<file path="src/rtl/clk_ctrl_pkg.sv">
// Shared definitions for the CPU clock-enable controller and its button front end.
package clk_ctrl_pkg;

  typedef enum logic [1:0] {
    MODE_RUN  = 2'b00,
    MODE_DIV  = 2'b01,
    MODE_STEP = 2'b10,
    MODE_HALT = 2'b11
  } mode_e;

  // 10 ms of stable level at 50 MHz
  localparam int DEB_CYCLES_DFLT = 500000;

endpackage

</file>
<file path="src/rtl/btn_debounce.sv">
// Push-button front end: 2-FF synchronizer, stable-level debounce and a
// one-cycle pulse on each accepted press.
module btn_debounce
  import clk_ctrl_pkg::*;
#(
  parameter int DEB_CYCLES = DEB_CYCLES_DFLT
) (
  input  logic clk,
  input  logic rst,
  input  logic btn,
  output logic pulse
);

  localparam int CW = (DEB_CYCLES > 1) ? $clog2(DEB_CYCLES) : 1;
  localparam logic [CW-1:0] CNT_LAST = CW'(DEB_CYCLES - 1);

  logic          btn_s1, btn_s2;
  logic          level, level_d;
  logic          sync_vld, armed;
  logic [CW-1:0] deb_cnt;
  logic          differ;

  assign differ = (btn_s2 != level);

  always_ff @(posedge clk) begin
    if (rst) begin
      btn_s1   <= 1'b0;
      btn_s2   <= 1'b0;
      level    <= 1'b0;
      level_d  <= 1'b0;
      deb_cnt  <= '0;
      sync_vld <= 1'b0;
      armed    <= 1'b0;
      pulse    <= 1'b0;
    end else begin
      btn_s1   <= btn;
      btn_s2   <= btn_s1;
      sync_vld <= 1'b1;
      if (!differ) begin
        deb_cnt <= '0;
      end else if (deb_cnt == CNT_LAST) begin
        deb_cnt <= '0;
        level   <= btn_s2;
      end else begin
        deb_cnt <= deb_cnt + CW'(1);
      end
      level_d <= level;
      // A button still held through reset must be seen released before it can step.
      if (sync_vld && !btn_s1 && !btn_s2) armed <= 1'b1;
      pulse <= level & ~level_d & armed;
    end
  end

endmodule

</file>
<file path="src/rtl/clk_step_ctrl.sv">
// CPU clock-enable controller: run / divide / single-step / halt sequencing of
// cpu_ce plus a counter of executed CPU cycles.
//
// mode      | meaning
// MODE_RUN  | enable every cycle
// MODE_DIV  | one enable per div_val cycles (every cycle for div_val 0/1)
// MODE_STEP | one enable per accepted button press
// MODE_HALT | no enables
module clk_step_ctrl
  import clk_ctrl_pkg::*;
#(
  parameter int DIV_WIDTH  = 21,
  parameter int DEB_CYCLES = DEB_CYCLES_DFLT,
  parameter int CNT_WIDTH  = 32
) (
  input  logic                 clk,
  input  logic                 rst,
  input  logic [1:0]           mode_sw,
  input  logic [DIV_WIDTH-1:0] div_val,
  input  logic                 step_btn,
  input  logic                 cpu_halt,
  output logic                 cpu_ce,
  output logic                 halted,
  output logic [CNT_WIDTH-1:0] cycle_cnt
);

  logic [1:0]           mode_s1;
  mode_e                mode, mode_prev;
  logic                 mode_chg, step_pulse;
  logic                 div_bypass, div_tc;
  logic [DIV_WIDTH-1:0] div_cnt, div_next;
  logic                 halted_next, ce_next;

  btn_debounce #(.DEB_CYCLES(DEB_CYCLES)) u_step_deb (
    .clk   (clk),
    .rst   (rst),
    .btn   (step_btn),
    .pulse (step_pulse)
  );

  always_ff @(posedge clk) begin
    if (rst) begin
      mode_s1   <= 2'b00;
      mode      <= MODE_RUN;
      mode_prev <= MODE_RUN;
      div_cnt   <= '0;
      halted    <= 1'b0;
      cpu_ce    <= 1'b0;
      cycle_cnt <= '0;
    end else begin
      mode_s1   <= mode_sw;
      mode      <= mode_e'(mode_s1);
      mode_prev <= mode;
      div_cnt   <= div_next;
      halted    <= halted_next;
      cpu_ce    <= ce_next;
      cycle_cnt <= cycle_cnt + CNT_WIDTH'(cpu_ce);
    end
  end

  assign mode_chg   = (mode != mode_prev);
  assign div_bypass = (div_val <= DIV_WIDTH'(1));
  assign div_tc     = (div_cnt >= div_val - DIV_WIDTH'(1));

  always_comb begin
    div_next    = '0;
    halted_next = halted;
    if (mode == MODE_DIV && !mode_chg && !div_bypass && !div_tc)
      div_next = div_cnt + DIV_WIDTH'(1);
    if (mode_chg) halted_next = 1'b0;
    if (cpu_halt) halted_next = 1'b1;
  end

  // A step pulse coinciding with a halt request or a mode change is dropped.
  always_comb begin
    ce_next = 1'b0;
    if (!halted && !cpu_halt && !mode_chg) begin
      case (mode)
        MODE_RUN:  ce_next = 1'b1;
        MODE_DIV:  ce_next = div_bypass || div_tc;
        MODE_STEP: ce_next = step_pulse;
        default:   ce_next = 1'b0;
      endcase
    end
  end

endmodule

</file>
<file path="config.mk">
export PLATFORM = sky130hd
export DESIGN_NAME = clk_step_ctrl
export DESIGN_NICKNAME = d
export VERILOG_FILES = /design/src/rtl/clk_ctrl_pkg.sv /design/src/rtl/btn_debounce.sv /design/src/rtl/clk_step_ctrl.sv
export SDC_FILE = /design/constraint.sdc
export NUM_CORES = 1
export LEC_CHECK = 0
export CAP_MARGIN = 40
export CORE_MARGIN = 8
export CORE_UTILIZATION = 55
export DETAILED_ROUTE_END_ITERATION = 7
export GPL_ROUTABILITY_DRIVEN = 0
export PLACE_DENSITY = 0.84
export SETUP_SLACK_MARGIN = 0.15
export SYNTH_ARGS = -nofsm -noshare
export SYNTH_HDL_FRONTEND = slang
export SYNTH_SLANG_ARGS = --single-unit
</file>
<file path="constraint.sdc">
create_clock -name clk -period 7.03 [get_ports clk]
set_input_delay 1.406 -clock clk [delete_from_list [all_inputs] [get_ports clk]]
set_output_delay 1.406 -clock clk [all_outputs]
set_load 0.03 [all_outputs]
</file>
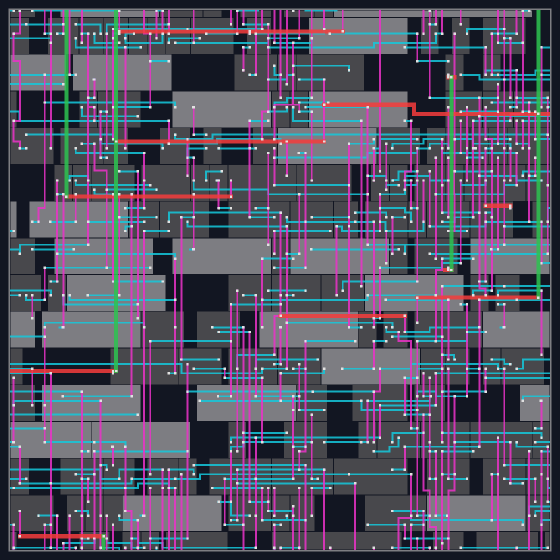
*A small window of the routed layout, run 1*
Window x 34 to 74, y 34 to 74 um. Cells in gray, sequential cells in the stronger gray; small squares are vias.
[green] met4
[cyan] met1
[red] met3
[magenta] met2
most frequent: nor2_1 (23), dfxtp_1 (23), xnor2_1 (12)
cells with their middle in the window: 144
sequential cells in the window: 23
netlist names of flops here include: div_cnt (9), u_step_deb.deb_cnt (7), cycle_cnt (2)

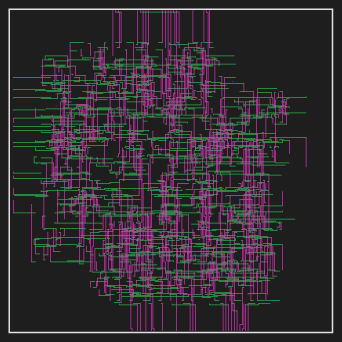
*Routed metal, one color a layer, run 1*
Scale: 3 px per um. Only two layers are drawn.
[magenta] met2 | wire length: 4920 um
[green] met1 | wire length: 4610 um

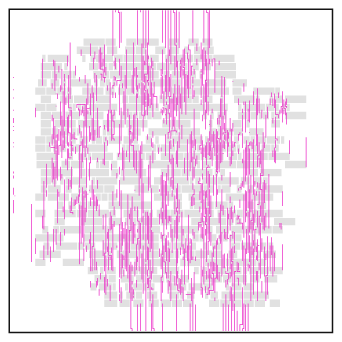
*Met2 routing, run 1*
Scale: 3 px per um.
wire length on this layer: 4920 um
nets with wire on the layer: 532
main direction: vertical

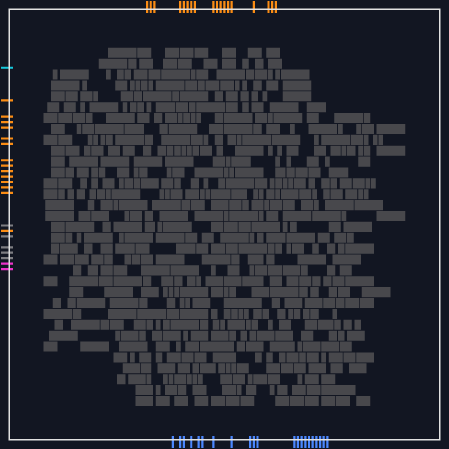
*I/O pins on the die edge, run 1*
Scale: 4 px per um. Pins as bars across the die edge, other pins in gray.
[orange] cycle_cnt | pins: 32 | direction: output | edge: 18 top, 14 left
[magenta] mode_sw | pins: 2 | direction: input | edge: left
[blue] div_val | pins: 21 | direction: input | edge: bottom
[cyan] clk | pins: 1 | direction: input | edge: left
all pins by edge: 22 left, 21 bottom, 18 top

==> flow_summary.toml, run 1 <==
# physical design summary
[status]
status = "finished, final reports clean"

[yosys]
synth.most_common_cell = "dfxtp_1"
ys_seq_share_pct = 38.0
synth_warnings = 0
yosys_area_mm2 = 0.00458
yosys.area_share.aoi_pct = 3.39
yosysUniqueCellTypes = 44
yosys.area.top_type = "dfxtp_1"
ys_sh_adder_pct = 7.38
syn_area_mm2 = 0.00458
logic_family = "simple AND/OR/NAND/NOR gates"
synth.avg_cell_area_um2 = 8.98
synth_async_sr_flop_share_pct = 0
synth-main-ff-cell = "dfxtp_1"

[finish]
clock_buffers = 9
nets = 624
inverters = 12
comb_cells = 398
instances_no_fill = 680
buffer_area_share_pct = 11.4
layout.cells.most_common = "dfxtp_1"
sh_comb_area_pct = 50.1
lay_top_cells = "dfxtp_1 (87), nor2_1 (70), clkdlybuf4s50_1 (60)"
register_area_mm2 = 0.00174
clock_area_share_pct = 3.47
n_antenna_cell = 0
seq_cell_count = 87
final_core_util_pct = 67.3
largest_reg_flops = 32
largest_class = "multi-input combinational cells"

[timing]
hold_slack_ns = 0.447
timing.final.ws_setup_ns = 2.34
rsz0062_at_grt = "false"
finClkSkew_ns = 0.0160
timing.final.crit_share_pct = 66.7
finalHoldViolCount = 0
fin_crit_ns = 4.69

[cts]
postCtsHoldBufs = 0
clkSlewWorstSetupHoldPaths_ns = 0.11
cts_tree = "done"
clockBufferDepth = 2
clkSinkCount = 87

[global_routing]
overflow = 0
grt_max_degree = 47
top_usage_layer = "met2"
met2_usage_pct = 30.8
grt_pass1_wl_mm = 17.2
use_met3_pct = 4.37

[placed_design]
hpwl_mm = 7.48
post_dp_cell_area_mm2 = 0.00529
place_inst = 664
place_ws_ns = 1.99

[route]
antenna_left = 0
wirelength_mm = 9.97
met2WireLength_mm = 4.92
dr_wl_met3_um = 309
first_pass_iters = 4

[flow_run]
max-cap-violations = 0
warnings = 27

[die]
die_x_um = 107
coreArea_mm2 = 0.00813
die_h_um = 107
rows = 33
fp_util_pct = 56.3

[min_path]
min_from = "mode_s1[0]$_SDFF_PP0_"
holdPathStages = 1

[power]
p_clk_uw = 334
p_per_area_mw_per_mm2 = 164
power.leakage_uw = 0.00185
maxPowerGroup = "registers"
swShare_pct = 25.7
p_int_uw = 665
combPwrFrac_pct = 7.0

[setup_path]
worstPathRequired_ns = 7.26
crit_path_end_kind = "register"
crit_family = "simple AND/OR/NAND/NOR gates"
r2r_cells = 8
crit_path_start_kind = "primary input"
r2r-start = "div_cnt[0]$_SDFF_PP0_"
crit_chain = "clkdlybuf4s50_1, or4_4, nor4b_4, nand3_1, nor4_2, xnor2_1, ha_1, nand4_1, nor2_1, nand2_1, o311ai_4, buf_8, nor3_1"
regToRegSetupSlack_ns = 4.84
critical_path_class = "primary input to register"
--- run 2 (diff from run 1) ---
- CORE_UTILIZATION: 55 -> 50
- PLACE_DENSITY: 0.84 -> 0.8
- clock period: 7.03 -> 4.1 ns (I/O delays scaled with it)
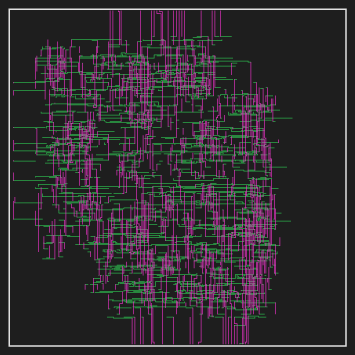
*Routed metal, one color a layer, run 2*
Scale: 3 px per um. Only two layers are drawn.
[green] met1 | wire length: 4430 um
[magenta] met2 | wire length: 4780 um

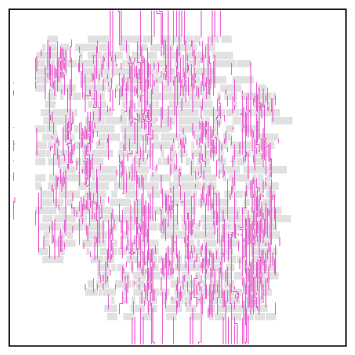
*Met2 routing, run 2*
Scale: 3 px per um.
longest straight run: 27.2 um
wire length on this layer: 4780 um
nets with wire on the layer: 552

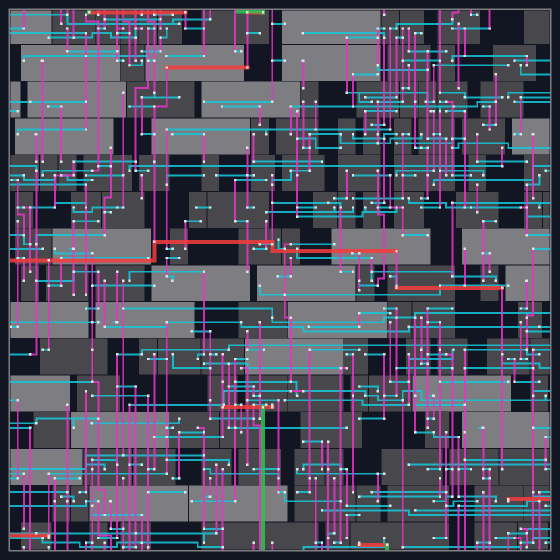
*A small window of the routed layout, run 2*
Window x 36 to 76, y 36 to 76 um. Cells in gray, sequential cells in the stronger gray; small squares are vias.
[green] met4
[cyan] met1
[red] met3
[magenta] met2
netlist names of flops here include: div_cnt (10), u_step_deb.deb_cnt (8), cycle_cnt (2)
sequential cells in the window: 24
cells with their middle in the window: 133
most frequent: dfxtp_1 (24), nor2_1 (20), xnor2_1 (11)

==> flow_summary.toml, run 2 <==
# physical design summary
[status]
status = "finished, final reports clean"

[finish]
largest_class = "multi-input combinational cells"
clock_area_share_pct = 3.66
instances_no_fill = 694
nets = 632
largest_reg_flops = 32
register_area_mm2 = 0.00174
layout.cells.most_common = "dfxtp_1"
final_core_util_pct = 61.5
buffer_area_share_pct = 12.4
lay_top_cells = "dfxtp_1 (87), nor2_1 (70), clkdlybuf4s50_1 (60)"
comb_cells = 398
inverters = 12
clock_buffers = 9
seq_cell_count = 87
seq_share_pct = 31.3

[yosys]
synth_warnings = 0
yosys_area_mm2 = 0.00458
ys_sh_adder_pct = 7.38
synth-main-ff-cell = "dfxtp_1"
synth_async_sr_flop_share_pct = 0
syn_nets = 564
ys_seq_share_pct = 38.0
syn_area_mm2 = 0.00458
logic_family = "simple AND/OR/NAND/NOR gates"
yosys.area_share.aoi_pct = 3.39
yosys.area.top_type = "dfxtp_1"
synth.avg_cell_area_um2 = 8.98

[route]
wirelength_mm = 9.70
dr_wl_met3_um = 415
first_pass_iters = 5
antenna_left = 0
met2WireLength_mm = 4.78
drc = 0

[die]
coreArea_mm2 = 0.00906
rows = 35
die_h_um = 112
die_x_um = 112
fp_util_pct = 50.5

[power]
power.leakage_uw = 0.00189
combPwrFrac_pct = 7.1
p_int_uw = 1200
maxPowerGroup = "registers"
p_clk_uw = 605
swShare_pct = 23.9

[timing]
finalHoldViolCount = 0
finClkSkew_ns = 0.0156
rsz0062_at_grt = "false"
timing.final.crit_share_pct = 91.6
fin_crit_ns = 3.75
hold_slack_ns = 0.449
timing.final.ws_setup_ns = 0.346

[placed_design]
place_ws_ns = -0.0535
post_dp_cell_area_mm2 = 0.00535
hpwl_mm = 7.30
place_inst = 677

[global_routing]
grt_pass1_wl_mm = 17.1
use_met3_pct = 4.76
met2_usage_pct = 27.3
overflow = 0
grt_max_degree = 47
top_usage_layer = "met2"

[min_path]
holdPathStages = 1
min_from = "u_step_deb.deb_cnt[0]$_SDFF_PP0_"

[cts]
postCtsHoldBufs = 0
clockRootBuffer = "clkbuf_8"
cts_tree = "done"
clkSlewWorstSetupHoldPaths_ns = 0.09
clkSinkCount = 87
clockBufferDepth = 2

[setup_path]
crit_path_start_kind = "primary input"
regToRegSetupSlack_ns = 1.98
critical_path_class = "primary input to register"
crit_path_end_kind = "register"
worstPathRequired_ns = 4.40
r2r_cells = 7
crit_chain = "clkdlybuf4s50_1, or4_4, nor4b_4, buf_4, nand3_1, nor2_1, xnor2_1, ha_1, nand4_1, nor2_1, nand2_1, o311ai_4, buf_12, o211a_1"
cp_num_buf_inv = 3
crit_family = "simple AND/OR/NAND/NOR gates"
r2r-start = "cpu_ce$_SDFF_PP0_"

[flow_run]
warnings = 27
max-cap-violations = 0
### I/O pins on the die edge, run 2

Scale: 4 px per um. Pins as bars across the die edge, other pins in gray.
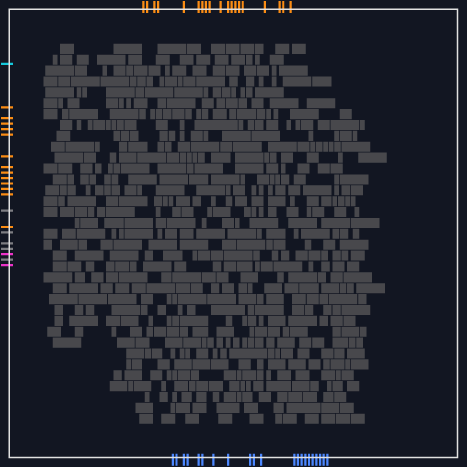

--- run 3 (diff from run 2) ---
- ABC_AREA: unset -> 1
- CORE_UTILIZATION: 50 -> 51
- PLACE_DENSITY: 0.8 -> 0.81
- clock period: 4.1 -> 3.1 ns (I/O delays scaled with it)
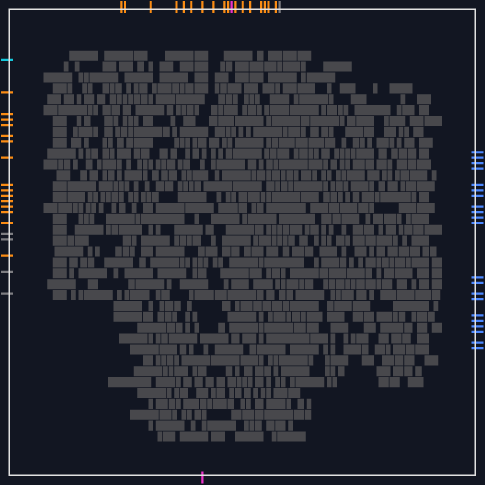
*I/O pins on the die edge, run 3*
Scale: 4 px per um. Pins as bars across the die edge, other pins in gray.
[cyan] clk | pins: 1 | direction: input | edge: left
[magenta] mode_sw | pins: 2 | direction: input | edge: 1 top, 1 bottom
[orange] cycle_cnt | pins: 32 | direction: output | edge: 17 top, 15 left
[blue] div_val | pins: 21 | direction: input | edge: right

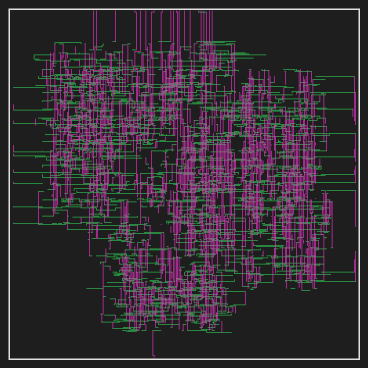
*Routed metal, one color a layer, run 3*
Scale: 3 px per um. Only two layers are drawn.
[green] met1 | wire length: 5720 um
[magenta] met2 | wire length: 6960 um
Detailed Route WL: 14.2 mm
routed length per placed instance: 14.5 um

==> flow_summary.toml, run 3 <==
# physical design summary
[cts]
clockRootBuffer = "clkbuf_8"
clkSinkCount = 87
clockBufferDepth = 2
postCtsHoldBufs = 0
clkSlewWorstSetupHoldPaths_ns = 0.08

[global_routing]
grt_max_degree = 28
met2_usage_pct = 35.3
top_usage_layer = "met2"
use_met3_pct = 4.65
overflow = 0
grt_pass1_wl_mm = 22.6

[min_path]
min_from = "u_step_deb.level_d$_SDFF_PP0_"

[yosys]
ys_seq_share_pct = 34.1
synth_async_sr_flop_share_pct = 0
synth_warnings = 0
yosys.area.top_type = "dfxtp_1"
syn_area_mm2 = 0.00511
synth.avg_cell_area_um2 = 7.01
yosys.area_share.aoi_pct = 5.38
synth-main-ff-cell = "dfxtp_1"
logic_family = "simple AND/OR/NAND/NOR gates"
ys_sh_adder_pct = 6.60
syn_nets = 784
yosysUniqueCellTypes = 37

[finish]
largest_class = "multi-input combinational cells"
comb_cells = 535
buffer_area_share_pct = 15.7
seq_cell_count = 87
nets = 898
sh_comb_area_pct = 46.8
inverters = 100
clock_buffers = 13
final_core_util_pct = 68.8
largest_reg_flops = 32

[power]
p_int_uw = 1780
p_per_area_mw_per_mm2 = 337
maxPowerGroup = "registers"
power.leakage_uw = 0.00271
combPwrFrac_pct = 8.6

[route]
drc = 0
met2WireLength_mm = 6.96
antenna_left = 0
dr_wl_met3_um = 953
first_pass_iters = 4

[placed_design]
hpwl_mm = 10.1
post_dp_cell_area_mm2 = 0.00614
place_ws_ns = -0.363

[die]
die_x_um = 116
rows = 36

[setup_path]
crit_path_end_kind = "register"
cp_num_buf_inv = 4
r2r-start = "div_cnt[2]$_SDFF_PP0_"
regToRegSetupSlack_ns = 1.01
crit_family = "simple AND/OR/NAND/NOR gates"

[status]
status = "finished, final reports clean"

[flow_run]
max-cap-violations = 0

[timing]
finalHoldViolCount = 0
finClkSkew_ns = 0.00967
timing.final.ws_setup_ns = 0.187
fin_crit_ns = 2.91
hold_slack_ns = 0.397
timing.final.crit_share_pct = 94.0
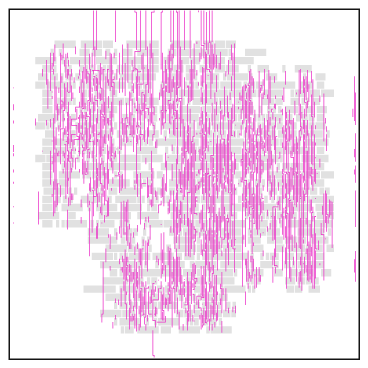
*Met2 routing, run 3*
Scale: 3 px per um.
share of all routed wire: 49%
nets with wire on the layer: 776
longest straight run: 38.9 um
wire length on this layer: 6960 um

